<file path="config.mk">
export PLATFORM = sky130hd
export DESIGN_NAME = carregador_inst_flat
export DESIGN_NICKNAME = d
export VERILOG_FILES = /design/src/rtl/carregador_inst_if.sv /design/src/rtl/carregador_inst.sv /design/src/flat_wrapper.sv
export SDC_FILE = /design/constraint.sdc
export NUM_CORES = 1
export LEC_CHECK = 0
export CAP_MARGIN = 10
export CORE_MARGIN = 8
export CORE_UTILIZATION = 43
export CTS_CLUSTER_SIZE = 25
export DETAILED_ROUTE_END_ITERATION = 12
export PLACE_DENSITY = 0.76
export SYNTH_ARGS = -nofsm -noshare
export SYNTH_HDL_FRONTEND = slang
export SYNTH_SLANG_ARGS = --single-unit
</file>
<file path="constraint.sdc">
create_clock -name clock_auto -period 2.2 [get_ports clock_auto]
set_input_delay 0.44 -clock clock_auto [delete_from_list [all_inputs] [get_ports clock_auto]]
set_output_delay 0.44 -clock clock_auto [all_outputs]
set_load 0.01 [all_outputs]
</file>
<file path="src/rtl/carregador_inst_if.sv">
// carregador_inst_if: byte-stream handshake plus instruction-memory write port of the loader.
interface carregador_inst_if;
  logic [7:0]  byte_dado;
  logic        byte_valido;
  logic        byte_pronto;
  logic [31:0] instrucao;
  logic        OpMemIns;
  logic [31:0] endLeitura;
  modport master (input byte_dado, byte_valido, output byte_pronto, instrucao, OpMemIns, endLeitura);
  modport slave  (output byte_dado, byte_valido, input byte_pronto, instrucao, OpMemIns, endLeitura);
endinterface

</file>
<file path="src/rtl/carregador_inst.sv">
// carregador_inst: assembles a little-endian byte stream into 32-bit words written at sequential addresses.
// Define CARREGADOR_CHECKSUM_EN to append a 4-byte sum check (erro) after the last word.
module carregador_inst #(
  parameter int ADDR_W = 14
) (
  input  logic                    clock_auto,
  input  logic                    reset_n,
  input  logic                    iniciar,
  input  logic [31:0]             end_base,
  input  logic [15:0]             num_palavras,
  output logic                    ocupado,
  output logic                    concluido,
  output logic                    erro,
  carregador_inst_if.master       bus
);
`ifdef CARREGADOR_CHECKSUM_EN
  typedef enum logic [2:0] {OCIOSO, RECEBE, ESCREVE, CHECA, FIM} estado_t;
  logic [31:0] soma;
`else
  typedef enum logic [2:0] {OCIOSO, RECEBE, ESCREVE, FIM} estado_t;
  assign erro = 1'b0;
`endif
  estado_t           estado;
  logic [ADDR_W-1:0] addr;
  logic [15:0]       restantes;
  logic [1:0]        idx;
  logic [23:0]       parcial;
  logic [31:0]       instrucao_r;
  logic              op_r, pronto_r;
  logic              aceita, unused_ok;
  assign aceita         = bus.byte_valido & pronto_r;
  assign bus.byte_pronto = pronto_r;
  assign bus.instrucao  = instrucao_r;
  assign bus.OpMemIns   = op_r;
  assign bus.endLeitura = 32'(addr);
  assign unused_ok      = &{1'b0, end_base[31:ADDR_W]};
  // Bytes shift in from the top, so after three accepts parcial holds {b2,b1,b0}.
  always_ff @(posedge clock_auto or negedge reset_n) begin
    if (!reset_n) begin
      estado      <= OCIOSO;
      addr        <= '0;
      restantes   <= '0;
      idx         <= '0;
      parcial     <= '0;
      instrucao_r <= '0;
      op_r        <= 1'b0;
      pronto_r    <= 1'b0;
      ocupado     <= 1'b0;
      concluido   <= 1'b0;
`ifdef CARREGADOR_CHECKSUM_EN
      soma        <= '0;
      erro        <= 1'b0;
`endif
    end else begin
      case (estado)
        OCIOSO: if (iniciar) begin
          addr      <= end_base[ADDR_W-1:0];
          restantes <= num_palavras;
          idx       <= '0;
          parcial   <= '0;
`ifdef CARREGADOR_CHECKSUM_EN
          soma      <= '0;
          erro      <= 1'b0;
`endif
          if (num_palavras == 16'd0) begin
            estado    <= FIM;
            concluido <= 1'b1;
          end else begin
            estado   <= RECEBE;
            pronto_r <= 1'b1;
            ocupado  <= 1'b1;
          end
        end
        RECEBE: if (aceita) begin
          idx     <= idx + 2'd1;
          parcial <= {bus.byte_dado, parcial[23:8]};
          if (idx == 2'd3) begin
            instrucao_r <= {bus.byte_dado, parcial};
            op_r        <= 1'b1;
            pronto_r    <= 1'b0;
            estado      <= ESCREVE;
          end
        end
        ESCREVE: begin
          op_r      <= 1'b0;
          addr      <= addr + ADDR_W'(1);
          restantes <= restantes - 16'd1;
`ifdef CARREGADOR_CHECKSUM_EN
          soma      <= soma + instrucao_r;
`endif
          if (restantes != 16'd1) begin
            estado   <= RECEBE;
            pronto_r <= 1'b1;
          end else begin
`ifdef CARREGADOR_CHECKSUM_EN
            estado   <= CHECA;
            pronto_r <= 1'b1;
`else
            estado    <= FIM;
            ocupado   <= 1'b0;
            concluido <= 1'b1;
`endif
          end
        end
`ifdef CARREGADOR_CHECKSUM_EN
        CHECA: if (aceita) begin
          idx     <= idx + 2'd1;
          parcial <= {bus.byte_dado, parcial[23:8]};
          if (idx == 2'd3) begin
            erro      <= soma != {bus.byte_dado, parcial};
            pronto_r  <= 1'b0;
            ocupado   <= 1'b0;
            concluido <= 1'b1;
            estado    <= FIM;
          end
        end
`endif
        FIM: begin
          concluido <= 1'b0;
          estado    <= OCIOSO;
        end
        default: estado <= OCIOSO;
      endcase
    end
  end
endmodule

</file>
<file path="src/flat_wrapper.sv">
// flat-port wrapper written by rule: the top's interface ports become plain ports
module carregador_inst_flat 
#(
  parameter int ADDR_W = 14
)
  (clock_auto, reset_n, iniciar, end_base, num_palavras, ocupado, concluido, erro, bus_byte_dado, bus_byte_valido, bus_byte_pronto, bus_instrucao, bus_OpMemIns, bus_endLeitura);
  carregador_inst_if bus_i ();
  input  logic clock_auto;
  input  logic reset_n;
  input  logic iniciar;
  input  logic [31:0] end_base;
  input  logic [15:0] num_palavras;
  output logic ocupado;
  output logic concluido;
  output logic erro;
  input wire logic [$bits(bus_i.byte_dado)-1:0] bus_byte_dado;
  input wire logic [$bits(bus_i.byte_valido)-1:0] bus_byte_valido;
  output wire logic [$bits(bus_i.byte_pronto)-1:0] bus_byte_pronto;
  output wire logic [$bits(bus_i.instrucao)-1:0] bus_instrucao;
  output wire logic [$bits(bus_i.OpMemIns)-1:0] bus_OpMemIns;
  output wire logic [$bits(bus_i.endLeitura)-1:0] bus_endLeitura;
  assign bus_i.byte_dado = bus_byte_dado;
  assign bus_i.byte_valido = bus_byte_valido;
  assign bus_byte_pronto = bus_i.byte_pronto;
  assign bus_instrucao = bus_i.instrucao;
  assign bus_OpMemIns = bus_i.OpMemIns;
  assign bus_endLeitura = bus_i.endLeitura;
  carregador_inst #(.ADDR_W(ADDR_W)) u_core (.clock_auto(clock_auto), .reset_n(reset_n), .iniciar(iniciar), .end_base(end_base), .num_palavras(num_palavras), .ocupado(ocupado), .concluido(concluido), .erro(erro), .bus(bus_i));
endmodule
</file>
==> results.py <==
# Synthesis and PnR figures
metrics = {
    "layout": {
        "inverters": 6,
        "final_core_util_pct": 58.08,
        "seq_area_share_pct": 39.25,
        "clock_tree_area_fraction_pct": 3.088,
    },
    "routing": {
        "drc_errors": 0,
        "postRouteAntennaNets": 0,
    },
    "synth": {
        "xor_share_pct": 0.1916,
        "async_reset_ff_share_pct": 100.0,
        "ff_type": "dfrtp_1",
        "mappedNetlistArea_um2": 4572,
        "yosys-top-cells-area": "dfrtp_1 51%, mux2_2 8.4%, nand2_1 4.4%",
        "top_logic_kind": "AND-OR/OR-AND gates",
    },
    "clock_network": {
        "cts-resized-gates": 0,
        "clockBufferDepth": 2,
        "cts_max_level": 3,
        "path_clk_slew_ns": 0.10,
    },
    "worst_setup_path": {
        "startpoint_type": "register",
        "endpoint": "u_core.restantes[15]$_DFFE_PN0P_",
        "crit-reg2reg-launch": "u_core.restantes[8]$_DFFE_PN0P_",
        "cp.required_ns": 2.45,
    },
    "pwr": {
        "ir_worst_vdd_mv": 0.7201,
        "p_per_area_nw_per_um2": 1236,
        "leakagePower_nw": 2.518,
    },
    "hold_path": {
        "hold_class": "register to register",
    },
    "placement": {
        "pre_cts_ws_ns": 0.06824,
        "dp.cells": 682,
        "portBuffers": 91,
        "gp_congestion": 0.8695,
        "hpwl_um": 9412,
    },
    "timing": {
        "setup_viol": 0,
        "setup_slack_ns": 0.06214,
        "timing.hold.ws_ns": 0.4851,
        "fin_crit_ns": 2.138,
    },
    "outcome": {
        "status": "finished, final reports clean",
    },
    "job": {
        "max_cap_violations": 0,
    },
    "die": {
        "fp.dieH_um": 119.1,
        "num_rows": 37,
    },
}
==> cell usage in the layout (no fill, tap or decap), drive strengths merged, types with 8 or more instances in the layout <==
cell type / instances
nor4: 14
a22o: 8
buf: 39
nor3: 12
mux2: 34
a31oi: 9
o21ai: 29
nor2: 24
nand3: 9
o22a: 8
clkbuf: 9
dfrtp: 94
a21oi: 24
conb: 19
inv: 9
nand2: 53
clkdlybuf4s50: 90
==> worst min path at each step <==
stage | start | endpoint | slack [ns] | cells past startpoint
5_1_grt | u_core.parcial[6]$_DFFE_PN0P_ | u_core.bus.instrucao[6]$_DFFE_PN0P_ | 0.53 | 1
6_report | u_core.parcial[6]$_DFFE_PN0P_ | u_core.parcial[6]$_DFFE_PN0P_ | 0.49 | 2
3_5_place_dp | reset_n | u_core.restantes[5]$_DFFE_PN0P_ | 0.39 | 1
4_1_cts | u_core.parcial[6]$_DFFE_PN0P_ | u_core.parcial[6]$_DFFE_PN0P_ | 0.49 | 2
2_1_floorplan | reset_n | u_core.addr[0]$_DFFE_PN0P_ | 0.14 | 0
3_3_place_gp | reset_n | u_core.restantes[5]$_DFFE_PN0P_ | 0.39 | 1
==> report_power, final <==
part	switching [mW]	internal [mW]
logic	1.54	1.68
clock network	0.667	0.435
registers	0.625	2.47
total	2.83	4.58
==> state kept, by name, summed over array words and instances (netlist names) <==
register and count:
u_core.bus.instrucao 32, u_core.parcial 24, u_core.restantes 16, u_core.addr 14, u_core.estado 2, u_core.idx 2, u_core.bus.OpMemIns 1, u_core.bus.byte_pronto 1
u_core.concluido 1, u_core.ocupado 1
==> worst max-delay path: stages (launching register included) <==
cell	delay [ns]
dfrtp_1	0.44
or4_4	0.54
or3_4	0.38
o311a_1	0.35
a311o_1	0.31
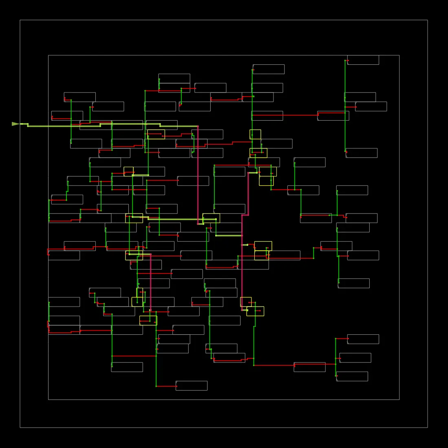
(clock routing)
clkbuf count: 9
Clk. pwr: 1.10 mW
flip-flops: 94

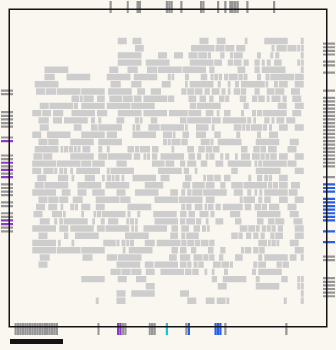
(I/O pins on the die edge)
Scale bar: 20 um. Pins as bars across the die edge, other pins in grey.
legend:
  bus_byte_pronto:
    colour: cyan
    pins: 1
    direction: output
    edge: bottom
  num_palavras:
    colour: blue
    pins: 16
    direction: input
    edge: 12 right, 4 bottom
  bus_byte_dado:
    colour: purple
    pins: 8
    direction: input
    edge: 6 left, 2 bottom
all pins by edge: 49 right, 34 bottom, 28 left, 18 top

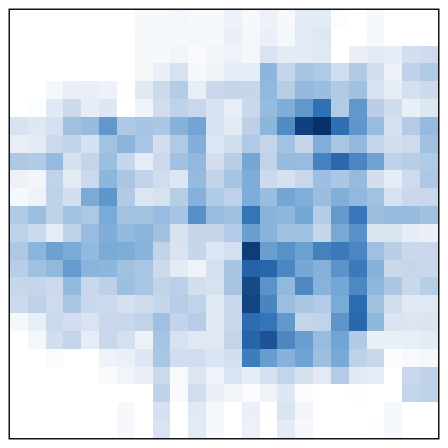
(signal metal coverage by tile)
24 x 24 tiles, from white (low) to dark blue (high), scaled to the fullest tile. Values are wire area over tile area, all layers added.
nearly empty tiles: 18%
mean over tiles: 0.15
fullest tile: 0.62
emptiest ninth of the die: lower left
drt total wl: 12880 um
Overall Global Routing Usage: 18.02%
WL/cell: 18.42 um
via count: 3965

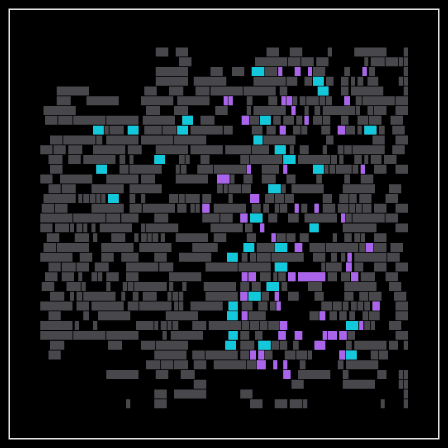
(gate families picked out)
legend:
  AND-OR and OR-AND gates:
    colour: cyan
    cells: 32
  NOR gates:
    colour: purple
    cells: 56
    most_used: nor2_1
Top cell excl fill/tap: dfrtp_1
Layout Cells excl Fill: 699
logic share of the area: 33.95%

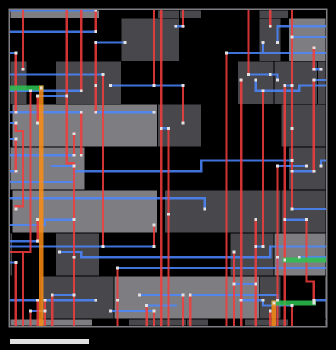
(a small window of the routed layout)
Scale bar: 5 um. Window x 50 to 70, y 73 to 93 um. Cells in grey, sequential cells in the stronger grey; small squares are vias.
legend:
  met1:
    colour: blue
  met3:
    colour: green
  met4:
    colour: orange
  met2:
    colour: red
cells with their middle in the window: 18
sequential cells in the window: 4
netlist names of flops here include: u_core.parcial (2)
most frequent: buf_4 (4), dfrtp_1 (4)

Power is estimated from default activity; no workload was simulated.
